--- src/rtl/monitor_pkg.sv ---
// Shared types for the RTLola monitor: stream widths, LLC period length
// and the timestamped input event bundle used by the feeder and HLC/LLC.
package monitor_pkg;

    localparam int NUM_STAGES = 5;
    localparam int VAL_W      = 64;
    localparam int TIME_W     = 64;

    typedef struct packed {
        logic                    a;
        logic                    new_a;
        logic                    b;
        logic                    new_b;
        logic signed [VAL_W-1:0] id;
        logic                    new_id;
        logic [TIME_W-1:0]       time_stamp;
    } event_t;

    // An event carrying no fresh stream value is not worth a queue slot.
    function automatic logic has_new(input event_t e);
        return e.new_a | e.new_b | e.new_id;
    endfunction

endpackage

--- src/rtl/event_fifo.sv ---
// Synchronous FIFO of event_t with occupancy count.
// Ports: clk, rst (async, active-high), push_i/wdata_i, pop_i/rdata_o
// (head, valid when !empty_o), full_o, empty_o, level_o.
module event_fifo
    import monitor_pkg::*;
#(
    parameter int DEPTH = 4
) (
    input  logic                   clk,
    input  logic                   rst,
    input  logic                   push_i,
    input  event_t                 wdata_i,
    input  logic                   pop_i,
    output event_t                 rdata_o,
    output logic                   full_o,
    output logic                   empty_o,
    output logic [$clog2(DEPTH):0] level_o
);

    localparam int AW = $clog2(DEPTH);

    event_t        mem_q [DEPTH];
    logic   [AW:0] wr_q, wr_d;
    logic   [AW:0] rd_q, rd_d;
    logic          do_push;
    logic          do_pop;

    // Extra pointer bit tells a full queue apart from an empty one.
    assign full_o  = (wr_q[AW] != rd_q[AW]) &&
                     (wr_q[AW-1:0] == rd_q[AW-1:0]);
    assign empty_o = (wr_q == rd_q);
    assign level_o = wr_q - rd_q;
    assign rdata_o = mem_q[rd_q[AW-1:0]];

    assign do_push = push_i & ~full_o;
    assign do_pop  = pop_i & ~empty_o;

    always_comb begin
        wr_d = wr_q;
        rd_d = rd_q;
        if (do_push) begin
            wr_d = wr_q + 1'b1;
        end
        if (do_pop) begin
            rd_d = rd_q + 1'b1;
        end
    end

    always_ff @(posedge clk or posedge rst) begin
        if (rst) begin
            wr_q <= '0;
            rd_q <= '0;
        end else begin
            wr_q <= wr_d;
            rd_q <= rd_d;
        end
    end

    always_ff @(posedge clk) begin
        if (do_push) begin
            mem_q[wr_q[AW-1:0]] <= wdata_i;
        end
    end

endmodule

--- src/rtl/monitor_event_feeder.sv ---
// Monitor input stage: buffers and timestamps environment events and
// presents at most one per LLC period, aligned to stage 0.
// Ports: clk, rst (async, active-high), en; ev_valid/ev_ready handshake
// with ev_* values and presence flags; input_*/new_input_* and
// input_time to the monitor; stage (LLC stage), level (queue occupancy).
module monitor_event_feeder #(
    parameter int NUM_STAGES = monitor_pkg::NUM_STAGES,
    parameter int DEPTH      = 4,
    parameter int VAL_W      = monitor_pkg::VAL_W
) (
    input  logic                          clk,
    input  logic                          rst,
    input  logic                          en,
    input  logic                          ev_valid,
    output logic                          ev_ready,
    input  logic                          ev_a,
    input  logic                          ev_new_a,
    input  logic                          ev_b,
    input  logic                          ev_new_b,
    input  logic signed [VAL_W-1:0]       ev_id,
    input  logic                          ev_new_id,
    output logic                          input_a,
    output logic                          new_input_a,
    output logic                          input_b,
    output logic                          new_input_b,
    output logic signed [VAL_W-1:0]       input_id,
    output logic                          new_input_id,
    output logic [63:0]                   input_time,
    output logic [$clog2(NUM_STAGES)-1:0] stage,
    output logic [$clog2(DEPTH):0]        level
);

    import monitor_pkg::*;

    localparam int SW = $clog2(NUM_STAGES);
    localparam logic [SW-1:0] LAST = SW'(NUM_STAGES - 1);

    logic [SW-1:0] stage_q, stage_d;
    logic [63:0]   time_q, time_d;
    event_t        out_q, out_d;
    event_t        wr_ev;
    event_t        head;
    logic          full;
    logic          empty;
    logic          push;
    logic          pop;

    assign ev_ready = en & ~full;

    always_comb begin
        wr_ev            = '0;
        wr_ev.a          = ev_a;
        wr_ev.new_a      = ev_new_a;
        wr_ev.b          = ev_b;
        wr_ev.new_b      = ev_new_b;
        wr_ev.id         = ev_id;
        wr_ev.new_id     = ev_new_id;
        wr_ev.time_stamp = time_q;
    end

    // Accepted events with no fresh value are consumed without queuing.
    assign push = ev_valid & ev_ready & has_new(wr_ev);
    assign pop  = en & (stage_q == LAST) & ~empty;

    event_fifo #(
        .DEPTH(DEPTH)
    ) u_fifo (
        .clk    (clk),
        .rst    (rst),
        .push_i (push),
        .wdata_i(wr_ev),
        .pop_i  (pop),
        .rdata_o(head),
        .full_o (full),
        .empty_o(empty),
        .level_o(level)
    );

    always_comb begin
        stage_d = stage_q;
        time_d  = time_q;
        out_d   = out_q;
        if (en) begin
            stage_d = (stage_q == LAST) ? '0 : stage_q + 1'b1;
            time_d  = time_q + 64'd1;
            if (pop) begin
                out_d = head;
            end else begin
                // Values hold; only the one-cycle presence pulse drops.
                out_d.new_a  = 1'b0;
                out_d.new_b  = 1'b0;
                out_d.new_id = 1'b0;
            end
        end
    end

    always_ff @(posedge clk or posedge rst) begin
        if (rst) begin
            stage_q <= '0;
            time_q  <= '0;
            out_q   <= '0;
        end else begin
            stage_q <= stage_d;
            time_q  <= time_d;
            out_q   <= out_d;
        end
    end

    assign stage        = stage_q;
    assign input_a      = out_q.a;
    assign new_input_a  = out_q.new_a;
    assign input_b      = out_q.b;
    assign new_input_b  = out_q.new_b;
    assign input_id     = out_q.id;
    assign new_input_id = out_q.new_id;
    assign input_time   = out_q.time_stamp;

endmodule

--- config.mk ---
export PLATFORM = sky130hd
export DESIGN_NAME = monitor_event_feeder
export DESIGN_NICKNAME = d
export VERILOG_FILES = /design/src/rtl/monitor_pkg.sv /design/src/rtl/event_fifo.sv /design/src/rtl/monitor_event_feeder.sv
export SDC_FILE = /design/constraint.sdc
export NUM_CORES = 1
export LEC_CHECK = 0
export CORE_MARGIN = 5
export CORE_UTILIZATION = 54
export CTS_BUF_LIST = sky130_fd_sc_hd__clkbuf_8
export DETAILED_ROUTE_END_ITERATION = 10
export GPL_ROUTABILITY_DRIVEN = 0
export PLACE_DENSITY = 0.76
export SETUP_SLACK_MARGIN = 0.15
export SYNTH_ARGS = -nofsm -noshare
export SYNTH_HDL_FRONTEND = slang
export SYNTH_SLANG_ARGS = --single-unit
--- constraint.sdc ---
create_clock -name clk -period 6.37 [get_ports clk]
set_clock_uncertainty 0.05 [all_clocks]
set_input_delay 0.637 -clock clk [delete_from_list [all_inputs] [get_ports clk]]
set_output_delay 0.637 -clock clk [all_outputs]
set_load 0.01 [all_outputs]
met2.png
Scale bar: 50 um.
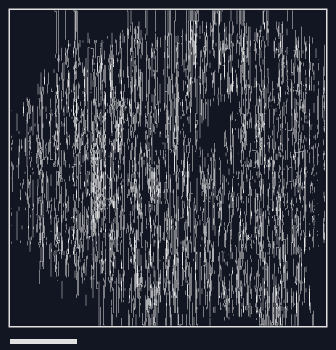
wire length on this layer = 26.3 mm
main direction = vertical
share of all routed wire = 50%
nets with wire on the layer = 1566
longest straight run = 132 um

clock_map.png
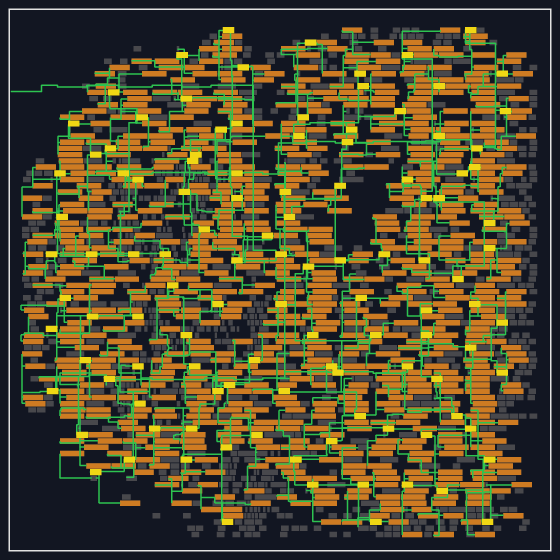
yellow -> cells driving clock nets  # count 112
green -> clock wires  # length 8290 um
orange -> flip-flops  # count 738
routed clock nets = 113
flops lie = spread over the die

==> summary.txt <==
Flow results follow.

The share of synthesized area occupied by flip-flops and latches is 76.68%. The highest supply drop recorded on VDD is 0.2941 mV. The largest single stage delay on the critical path is 0.81 ns. The die width is 235.9 um. The signed area change from the synthesized netlist to the final layout is 18.74%. The required time of the worst setup path is 6.66 ns. The maximum fanout encountered on the critical timing path is 57. The final number of setup-violating endpoints is 0. After filler insertion, the fill cell instance count of the layout stands at 3350. Looking at the setup timing report, the critical path kind is reg2reg. At the later pin of the worst-skew pair, clock insertion delay measures 0.71 ns.

The count of placed standard cells including taps is 2167. The count of hold buffers inserted by post-cts repair is 0. The count of library flops with an enable pin is 532.

Pin placement for this block handled 213 I/O pins. Summed over all failing endpoints, the final setup total negative slack is 0 ns. Yosys printed 0 warnings. The leakage power in the latest report is 11.72 nW. The routed length per placed instance is 22.12 um. Per the post-synthesis stats, the area per cell is 20.94 sq um. The dominant register cell in the synthesized netlist is edfxtp_1.

The number of max-capacitance violations reported is 0. The number of buffer and inverter stages on the critical path is 2. The OpenROAD report gives the critical path a data arrival time of 3.93 ns.

Per the log, the first TritonRoute iteration ended with a DRC count of 842. The initial utilization of the core area, before any placement, comes to 54.81%. The post-route non-filler standard cell count is 2379.

During placement, the flow inserted port buffers numbering 212. CTS reports a maximum clock tree buffer depth of 3. The total die area is 55650 sq um.

The synthesized netlist handed to floorplanning was reported with a cell count of 1316. The category of the worst setup path launch point is a flop. For this design, the sink count on the clock tree is 738. The report puts the cell count of the worst reg-to-reg path at 7.

Buffers added to address setup during post-CTS repair amount to 0. Row generation in the floorplan step produced 82 rows. The worst slew slack as a fraction of its limit is 31.84%.

The flow ran to the end, and the final reports show no timing, DRC or antenna violations. The number of stages on the worst setup path is 7. The script logs the ratio of routed vias to standard cells as 5.611. The wire length recorded after detailed routing is 52.62 mm. The die extent in y is 235.9 um.

0 antenna diodes ended up in the layout. In this build the clock could be raised as far as 0.2747 GHz. The power density normalized to cell area is 417.1 nW/um^2. Per the final layout report, the fraction of cells sized above drive strength 1 comes to 25.78%. For this run, the chip area from Yosys synthesis comes to 27560 sq um. Yosys reported that registers with async set or reset make up 27.91%. In this run, synthesis produced a sequential element count of 738. The wire length of the first global-routing pass is 83.16 mm.

On the reported timing paths, the clock transition at the registers reads 0.06 ns. In the layout the commonest cells are 532 x edfxtp_1, 212 x clkdlybuf4s50_1, 204 x dfrtp_1. The final power report lists total power as 13.65 mW. Once detailed placement completed, the half-perimeter wirelength came to 31.01 mm. OpenROAD emitted warnings numbering 35. The actual transition at the worst max-transition pin is 1.022 ns. The distinct cell type count of the synthesized netlist is 34.

The capturing element type of the critical path is a flop. The largest net degree at the start of global routing is 138. The final hold violation count is 0.

The number of nets at floorplan is 1400. The remaining number of nets flagged by the antenna check after routing is 0. For this run, the detailed router's first-pass iteration total came to 5. The via count is 13.35k. Listed in order, past its start point the critical path passes inv_1, ha_1, nand2_1, o21a_1, o311a_1, and2_4, buf_4. The total count of max-transition violations in the final report is 0.

The H-tree was split into 3 levels. The final timing summary puts the cycle share of the worst path at 57.16%. The CTS tree is done. The residual overflow from global routing is 0.

Looking at the clock tree report, the root buffer type is clkbuf_8. The post-cts resize count is 0. The cell type of the slowest stage on the worst timing path is and2_4. For this run, the total global-route usage over all layers was measured as 19.04%. TritonCTS created 112 clock buffers. Yosys stat counts 1316 cells in the synthesized netlist. The worst hold path belongs to the class in2async.

The via count of the first global-routing pass is 14.25k. In this design, the largest share of critical-path delay is due to simple AND/OR/NAND/NOR gates. The net count reported at finish is 1693. The initial antenna violation count is 0. The remaining routing DRC violations is 0. Setup repair after global routing left no endpoint under its margin. Counting I/O delays and the setup requirement, the final critical path takes 3.641 ns. The most frequent logic cell in the layout is edfxtp_1.

Summing every instance area after synthesis gives 27560 sq um. The area inside the core boundary is 50270 sq um. The share of the core filled with cells in the final layout is 65.08%.
## per-stage QoR
| stage | instance area, sq um | setup slack, ns | hold WS [ns] |
|---|---|---|---|
| floorplan | 27560 | 0.5197 | 0.4117 |
| global placement | 30540 | 2.565 | 0.4266 |
| detailed placement | 30540 | 2.541 | 0.4419 |
| CTS | 32720 | 2.626 | 0.2477 |
| global route | 32720 | 2.502 | 0.2627 |
| finish | 32720 | 2.729 | 0.2761 |
## flip-flops by register name (all words and copies together) (netlist names)
signal        cells
u_fifo.mem_q    532
input_id         64
input_time       64
time_q           64
stage             3
u_fifo.rd_q       3
u_fifo.wr_q       3
input_a           1
input_b           1
new_input_a       1
new_input_b       1
new_input_id      1
## area by class of cell
| type | count | area, sq um | share of cell area, % |
|---|---|---|---|
| Timing Repair Buffer | 228 | 2317 | 7.082 |
| Inverter | 19 | 75.07 | 0.2294 |
| Multi-Input combinational cell | 510 | 6166 | 18.84 |
| Clock inverter | 83 | 407.9 | 1.247 |
| Clock buffer | 129 | 1775 | 5.426 |
| Tap cell | 672 | 840.8 | 2.570 |
| Sequential cell | 738 | 21140 | 64.60 |
## synth_stat cells (13+ instances only)
cell type  number  area [sq um]
nand4_1        21         131.4
nand3_1        24         120.1
nor3_1         20         100.1
buf_2          26         130.1
dfrtp_1       206          5155
xor2_1         37         324.1
nor4_1         13         81.33
edfxtp_1      532         15980
mux2_2        131          1475
inv_1          19         71.32
xnor2_1        32         280.3
clkbuf_1       19         71.32
mux4_2        133          2995
nor2_1         19         71.32
nand2_1        33         123.9
## final timing paths
| check | start | endpoint | slack [ns] |
|---|---|---|---|
| min in group clk | input_id[63] | input_id[63] | 0.45 |
| max in group asynchronous | rst | input_time[23] | 4.33 |
| min | rst | input_id[12] | 0.28 |
| max | u_fifo.rd_q[1] | u_fifo.mem_q[2][85] | 2.73 |
| max reg2reg | u_fifo.rd_q[1] | u_fifo.mem_q[2][85] | 2.73 |
| min reg2reg | input_id[63] | input_id[63] | 0.45 |
## metal layers
layer / vias up / global-route usage [%] / share of wire, %
met3: 95 / 4.369 / 5.8
met1: 6998 / 26.38 / 42
met4: 0 / 5.243 / 2.0
met2: 399 / 31.07 / 50
met5: - / 0 / 0
li1: 5856 / - / -
## cells by family after synthesis
kind of cell | share of synthesized area, %
AOI/OAI and AO/OA | 0.2997
and+or+nand+nor | 3.033
xor gates and xnor gates | 2.193
buffers and inverters | 1.044
muxes | 16.22
DFF | 76.68
adders and majority gates | 0.5267
## report_power, final
group | internal, mW | switching, mW | total (mW)
combinational | 2.00 | 1.58 | 3.58
sequential | 5.98 | 0.417 | 6.40
clock | 1.93 | 1.74 | 3.67
## worst register-to-register path, cell delays in order, from the launching register on
cell and delay [ns]:
dfrtp_4 0.78, inv_1 0.19, ha_1 0.38, nand2_1 0.08
o21a_1 0.12, o311a_1 0.31, and2_4 0.81, buf_4 0.55
Power figures rest on the tool's default switching activity, not on a simulated workload.
